Run 1, where the registers sit:
The bar under the picture is 50 µm long. Other sequential cells in the stronger grey, the rest of the logic in the fainter grey.
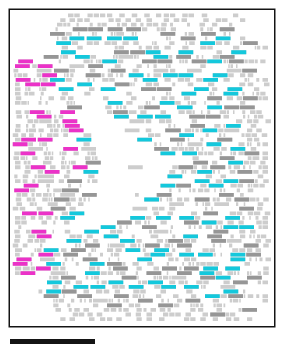
Run 1, clock network drawn from the DEF:
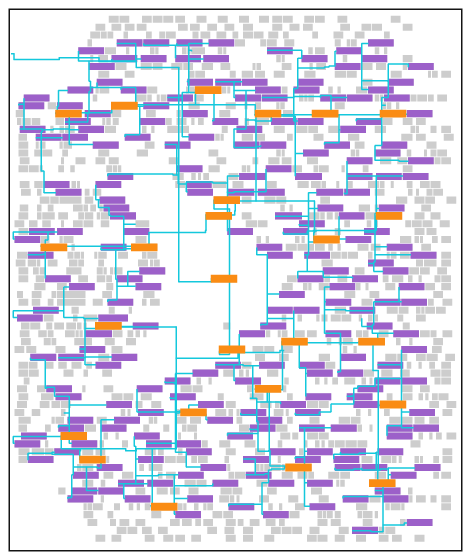
Run 1, cell sizes after repair:
The bar under the picture is 50 µm long.
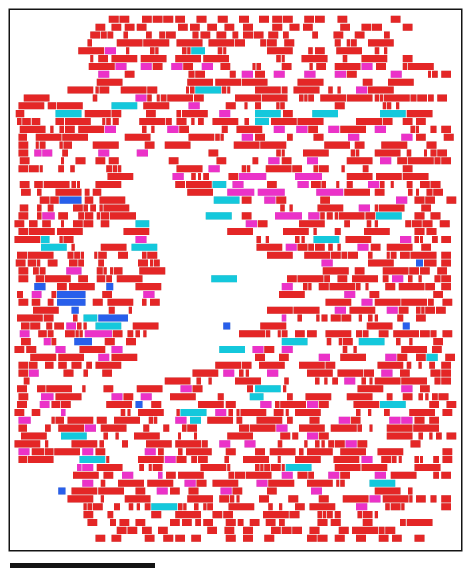
--- src/rtl/ysyx_22041207_pipe_stage.sv ---
// Pipeline stage register: valid/ready payload slot with flush-to-bubble,
// an optional two-entry skid buffer and a saturating stall-cycle counter.
module ysyx_22041207_pipe_stage #(
  parameter int                DATA_W   = 96,
  parameter bit                SKID     = 1'b1,
  parameter logic [DATA_W-1:0] NOP_DATA = DATA_W'({64'h0, 32'h00000013}),
  parameter int                CNT_W    = 32
) (
  input  logic              clk,
  input  logic              rst,
  input  logic              flush,
  input  logic              in_valid,
  output logic              in_ready,
  input  logic [DATA_W-1:0] in_data,
  output logic              out_valid,
  input  logic              out_ready,
  output logic [DATA_W-1:0] out_data,
  output logic [1:0]        occupancy,
  output logic [CNT_W-1:0]  stall_cnt
);

  logic              m_valid_q, m_valid_d;
  logic [DATA_W-1:0] m_data_q,  m_data_d;
  logic              s_valid_q, s_valid_d;
  logic [DATA_W-1:0] s_data_q,  s_data_d;
  logic [CNT_W-1:0]  stall_cnt_q, stall_cnt_d;
  logic              acc, pop;

  // With SKID=0 the ready path is combinational through out_ready.
  assign in_ready  = SKID ? !s_valid_q : (!m_valid_q | out_ready);
  assign acc       = in_valid & in_ready;
  assign pop       = m_valid_q & out_ready;
  assign out_valid = m_valid_q;
  assign out_data  = m_valid_q ? m_data_q : NOP_DATA;
  assign occupancy = {1'b0, m_valid_q} + {1'b0, s_valid_q};
  assign stall_cnt = stall_cnt_q;

  always_comb begin
    m_valid_d = m_valid_q;
    m_data_d  = m_data_q;
    s_valid_d = s_valid_q;
    s_data_d  = s_data_q;
    if (flush) begin
      m_valid_d = 1'b0;
      s_valid_d = 1'b0;
    end else if (SKID) begin
      if (!m_valid_q || pop) begin
        // Skid entry is older than anything arriving now, so it goes first.
        if (s_valid_q) begin
          m_valid_d = 1'b1;
          m_data_d  = s_data_q;
          s_valid_d = 1'b0;
        end else if (acc) begin
          m_valid_d = 1'b1;
          m_data_d  = in_data;
        end else begin
          m_valid_d = 1'b0;
        end
      end else if (acc) begin
        s_valid_d = 1'b1;
        s_data_d  = in_data;
      end
    end else begin
      s_valid_d = 1'b0;
      if (acc) begin
        m_valid_d = 1'b1;
        m_data_d  = in_data;
      end else if (pop) begin
        m_valid_d = 1'b0;
      end
    end
  end

  always_comb begin
    stall_cnt_d = stall_cnt_q;
    if (m_valid_q && !out_ready && (stall_cnt_q != {CNT_W{1'b1}}))
      stall_cnt_d = stall_cnt_q + CNT_W'(1);
  end

  always_ff @(posedge clk or posedge rst) begin
    if (rst) begin
      m_valid_q   <= 1'b0;
      m_data_q    <= NOP_DATA;
      s_valid_q   <= 1'b0;
      s_data_q    <= NOP_DATA;
      stall_cnt_q <= '0;
    end else begin
      m_valid_q   <= m_valid_d;
      m_data_q    <= m_data_d;
      s_valid_q   <= s_valid_d;
      s_data_q    <= s_data_d;
      stall_cnt_q <= stall_cnt_d;
    end
  end

endmodule

--- config.mk ---
export PLATFORM = sky130hd
export DESIGN_NAME = ysyx_22041207_pipe_stage
export DESIGN_NICKNAME = d
export VERILOG_FILES = /design/src/rtl/ysyx_22041207_pipe_stage.sv
export SDC_FILE = /design/constraint.sdc
export NUM_CORES = 1
export LEC_CHECK = 0
export CAP_MARGIN = 20
export CORE_ASPECT_RATIO = 1.2
export CORE_UTILIZATION = 36
export CTS_CLUSTER_SIZE = 40
export DETAILED_ROUTE_END_ITERATION = 10
export HOLD_SLACK_MARGIN = 0.15
export PLACE_DENSITY_LB_ADDON = 0.15
export REMOVE_ABC_BUFFERS = 1
export SLEW_MARGIN = 20
export SYNTH_ARGS = -nofsm -noshare
export SYNTH_HDL_FRONTEND = slang
export SYNTH_SLANG_ARGS = --single-unit
--- constraint.sdc ---
create_clock -name clk -period 10.9 [get_ports clk]
set_clock_uncertainty 0.1 [all_clocks]
set_input_delay 2.18 -clock clk [delete_from_list [all_inputs] [get_ports clk]]
set_output_delay 2.18 -clock clk [all_outputs]
set_load 0.02 [all_outputs]
==> flow_summary.ini, run 1 <==
; synthesis and place-and-route metrics
[status]
status = completed

[route]
routed_via_density = 4.76
vias = 7044
wire_per_inst_um = 16.4
postRouteAntennaNets = 0
routed.top_layer = met4

[finish]
inv_count = 3
final_nets = 1188
num-fill-cells = 2587
antennaDiodeCount = 0
logic_area_um2 = 4350
layout-drive-gt1-share_pct = 15.3
nClkBuffers = 38
layout.cells.most_common = clkdlybuf4s50_1
final_cell_mix = clkdlybuf4s50_1, dfrtp_1, nor2_1

[setup_path]
cp-end-kind = primary output
crit_chain = buf_4 > ha_1 > clkdlybuf4s50_1
r2r_cells = 5
path_delay_family = buffers and inverters
worst-path-buf-inv = 2
critPathArrivalTime_ns = 2.84

[final_timing]
finalClockPeriodUsage_pct = 47.0
slew_headroom_pct = 36.2
hold-worst-slack_ns = 0.392
min_period_ns = 5.12
final.setup.worst_slack_ns = 5.78
finalMaxSlewViolations = 0
final_hold_viol_count = 0

[yosys]
common_cells = dfrtp_1, nor2_1, a21oi_1, mux2_2, mux2i_1
syn-instance-count = 871
synthTopLogicFamily = multiplexers
ys_ff = 226
yosysTopAreaCellShare_pct = 53.7
syn-cell-area_um2 = 10200
ys_seq_share_pct = 55.3

[job]
maxCapViolCount = 0

[power]
clockPowerShare_pct = 34.2
peakVddDrop_mv = 0.120
powerDensity_nw_per_um2 = 169
p_int_mw = 1.70
total_power_mw = 2.30
net-switching-power_mw = 0.603
leakage_nw = 5.44
comb-power_mw = 0.428
p_sw_share_pct = 26.2

[floorplan]
taps = 379
io_pins = 233
die_w_um = 156
die-area_um2 = 29100
fp-utilization_pct = 36.7

[clocking]
cts_tree = done
clk_pin_slew_ns = 0.06
clock-root-buffer = clkbuf_16
clk_path_buf_depth = 3

[placed_design]
io_buffers = 232
dpl.hpwl_mm = 15.5
dpl_cell_area_um2 = 12900
dp.cells = 1437
dp_slack_ns = 5.76

[grt]
grtUsageMet2_pct = 28.3
grt_pass1_wl_mm = 38.4
busiest_layer = met2

[worst_hold_path]
min_from = stall_cnt[7]
hold_path_depth = 1
Back to the opening pictures, 'where the registers sit':
legend:
  stall_cnt:
    colour: magenta
    sequential_cells: 32
  s_data_q:
    colour: cyan
    sequential_cells: 96
register area: 5670 µm²
post-layout util: 48.9%
Seq. pwr: 1.09 mW

Back to the opening pictures, 'clock network drawn from the DEF':
legend:
  clock-net drivers:
    colour: orange
    count: 25
  clock wires:
    colour: cyan
    length: 2,990 µm
  flip-flops:
    colour: purple
    count: 226
flops lie: widely spread

Back to the opening pictures, 'cell sizes after repair':
legend:
  x3 and x4:
    colour: blue
    cells: 13
    most_used: buf_4
  x2:
    colour: magenta
    cells: 121
    most_used: mux2_2
  x6 and larger:
    colour: cyan
    cells: 34
    most_used: clkbuf_16
  x1 and smaller:
    colour: red
    cells: 933
    most_used: clkdlybuf4s50_1
bufs w/o clock: 240
area grow syn2layout: 33.3%

Run 1, cell classes on the final placement:
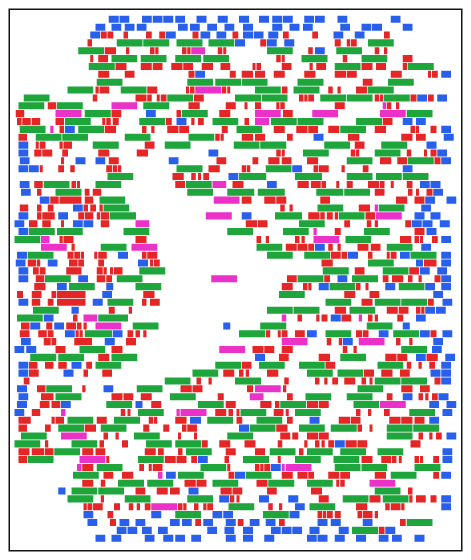

## Run 2: what changed since run 1
==> constraint.sdc (replaced) <==
create_clock -name clk -period 4.9 [get_ports clk]
set_clock_uncertainty 0.1 [all_clocks]
set_input_delay 0.98 -clock clk [delete_from_list [all_inputs] [get_ports clk]]
set_output_delay 0.98 -clock clk [all_outputs]
set_load 0.02 [all_outputs]
Run 2, cell classes on the final placement:
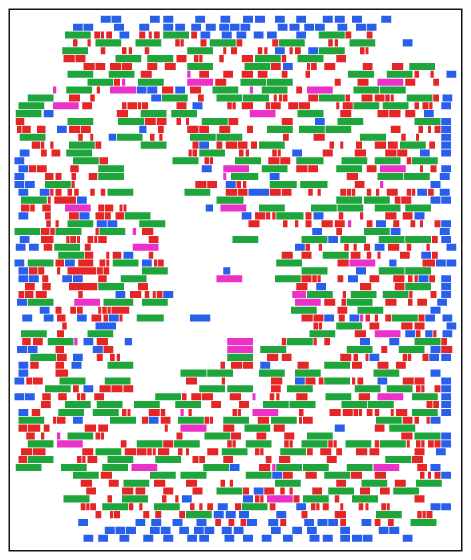
legend:
  registers:
    colour: green
    cells: 226
    share_of_their_area: 43%
  clock drivers and dummy loads:
    colour: magenta
    cells: 40
    share_of_their_area: 5.3%
  remaining logic cells:
    colour: red
    cells: 592
    share_of_their_area: 33%
  remaining buffers and delay cells:
    colour: blue
    cells: 242
    share_of_their_area: 19%
sequential cell area share: 41.6%
core area: 27,900 µm²

==> flow_summary.ini, run 2 <==
; synthesis and place-and-route metrics
[status]
status = completed

[setup_path]
cp.depth = 3
cp-end-kind = primary output
r2r_cells = 6
path_delay_family = buffers and inverters
crit_chain = buf_4 > and2_1 > clkdlybuf4s50_1
critPathArrivalTime_ns = 2.55
critPathMaxFanout = 40
worst-path-buf-inv = 2
rr_startpoint = s_valid_q

[yosys]
synthArstFlopShare_pct = 100
ys_ff = 226
synthTopLogicFamily = multiplexers
simple_gate_share_pct = 13.8
yosys.cell_types.count = 35
fa_ha_area_share_pct = 0.244
ys_seq_share_pct = 55.3
topCellsByArea = dfrtp_1, mux2_2, mux2i_1, and2_1, a21oi_1
common_cells = dfrtp_1, nor2_1, a21oi_1, mux2_2, mux2i_1
syn-instance-count = 871
syn-cell-area_um2 = 10200
ys_chip_area_um2 = 10200
yosysTopAreaCellShare_pct = 53.7

[route]
postRouteAntennaNets = 0
vias = 7064
drt-total-wl_mm = 23.8
drc_errors = 0
dr.pass1.iters = 4
met3_length_mm = 1.61
routed.top_layer = met4
routed_via_density = 4.78
drt_iter0_markers = 242
wire_per_inst_um = 16.1

[floorplan]
fp-utilization_pct = 36.7
taps = 379
io_pins = 233
num_rows = 67
die-area_um2 = 29100
die_w_um = 156
dieHeight_um = 187

[finish]
area.growth.synth_to_final_pct = 33.0
final_cell_mix = clkdlybuf4s50_1, dfrtp_1, nor2_1
antennaDiodeCount = 0
inv_count = 3
largest_class = registers
ff_count = 226
layout.cells.most_common = clkdlybuf4s50_1
final_cells = 1479
logic_area_um2 = 4350
comb_cells = 589
nClkBuffers = 40
nNonClkBuffers = 242
final_nets = 1189
layout-drive-gt1-share_pct = 14.5
flop_area_um2 = 5670
num-fill-cells = 2591
finalCoreUtilization_pct = 48.8

[placed_design]
io_buffers = 232
dp_slack_ns = 1.43
dpl_cell_area_um2 = 12900
dpl.hpwl_mm = 15.3
dp.cells = 1439

[grt]
busiest_layer = met2
antenna_found_initial = 0
grt_max_degree = 193
grtUsageMet3_pct = 4.10
grtUsageMet2_pct = 27.2
grt_pass1_wl_mm = 38.0
grt_overflow_total = 0
gr-usage-met1_pct = 21.2

[final_timing]
final_hold_viol_count = 0
slew_headroom_pct = 38.4
setup_viol = 0
finalClockPeriodUsage_pct = 74.1
worst_pin_slew_ns = 0.923
rsz0062_at_grt = no
finalSetupTns_ns = 0
finalMaxSlewViolations = 0
hold-worst-slack_ns = 0.392
min_period_ns = 3.63
final.setup.worst_slack_ns = 1.27

[clocking]
clk_pin_slew_ns = 0.06
clock-root-buffer = clkbuf_16
cts_tree = done
cts_resized = 0
clk_path_buf_depth = 3
cts_max_level = 1
postCtsHoldBufs = 0

[power]
combPwrFrac_pct = 18.9
pg_clk_mw = 1.65
comb-power_mw = 0.949
total_power_mw = 5.02
peakVddDrop_mv = 0.229
seq_power_mw = 2.42
powerDensity_nw_per_um2 = 368
clockPowerShare_pct = 32.9
leakage_nw = 5.42
p_int_mw = 3.71
net-switching-power_mw = 1.31
p_sw_share_pct = 26.2

[worst_hold_path]
hold_path.class = flip-flop to flip-flop
min_from = stall_cnt[7]
hold_path_depth = 1

[job]
log.warning_count = 29
maxCapViolCount = 0
Run 2, clock network drawn from the DEF:
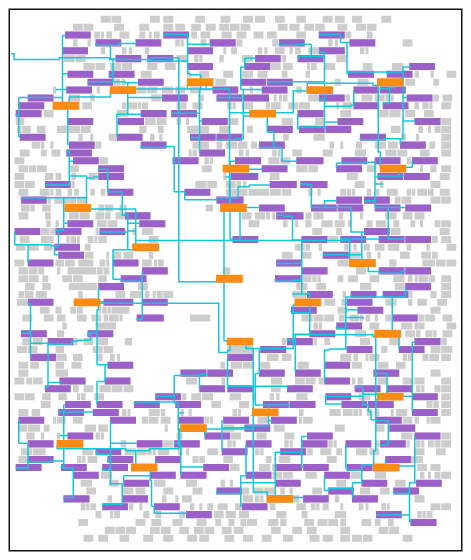
legend:
  clock wires:
    colour: cyan
    length: 3,030 µm
  clock-net drivers:
    colour: orange
    count: 24
  flip-flops:
    colour: purple
    count: 226
routed clock nets: 25
flops lie: widely spread

Power figures rest on the tool's default switching activity, not on a simulated workload.
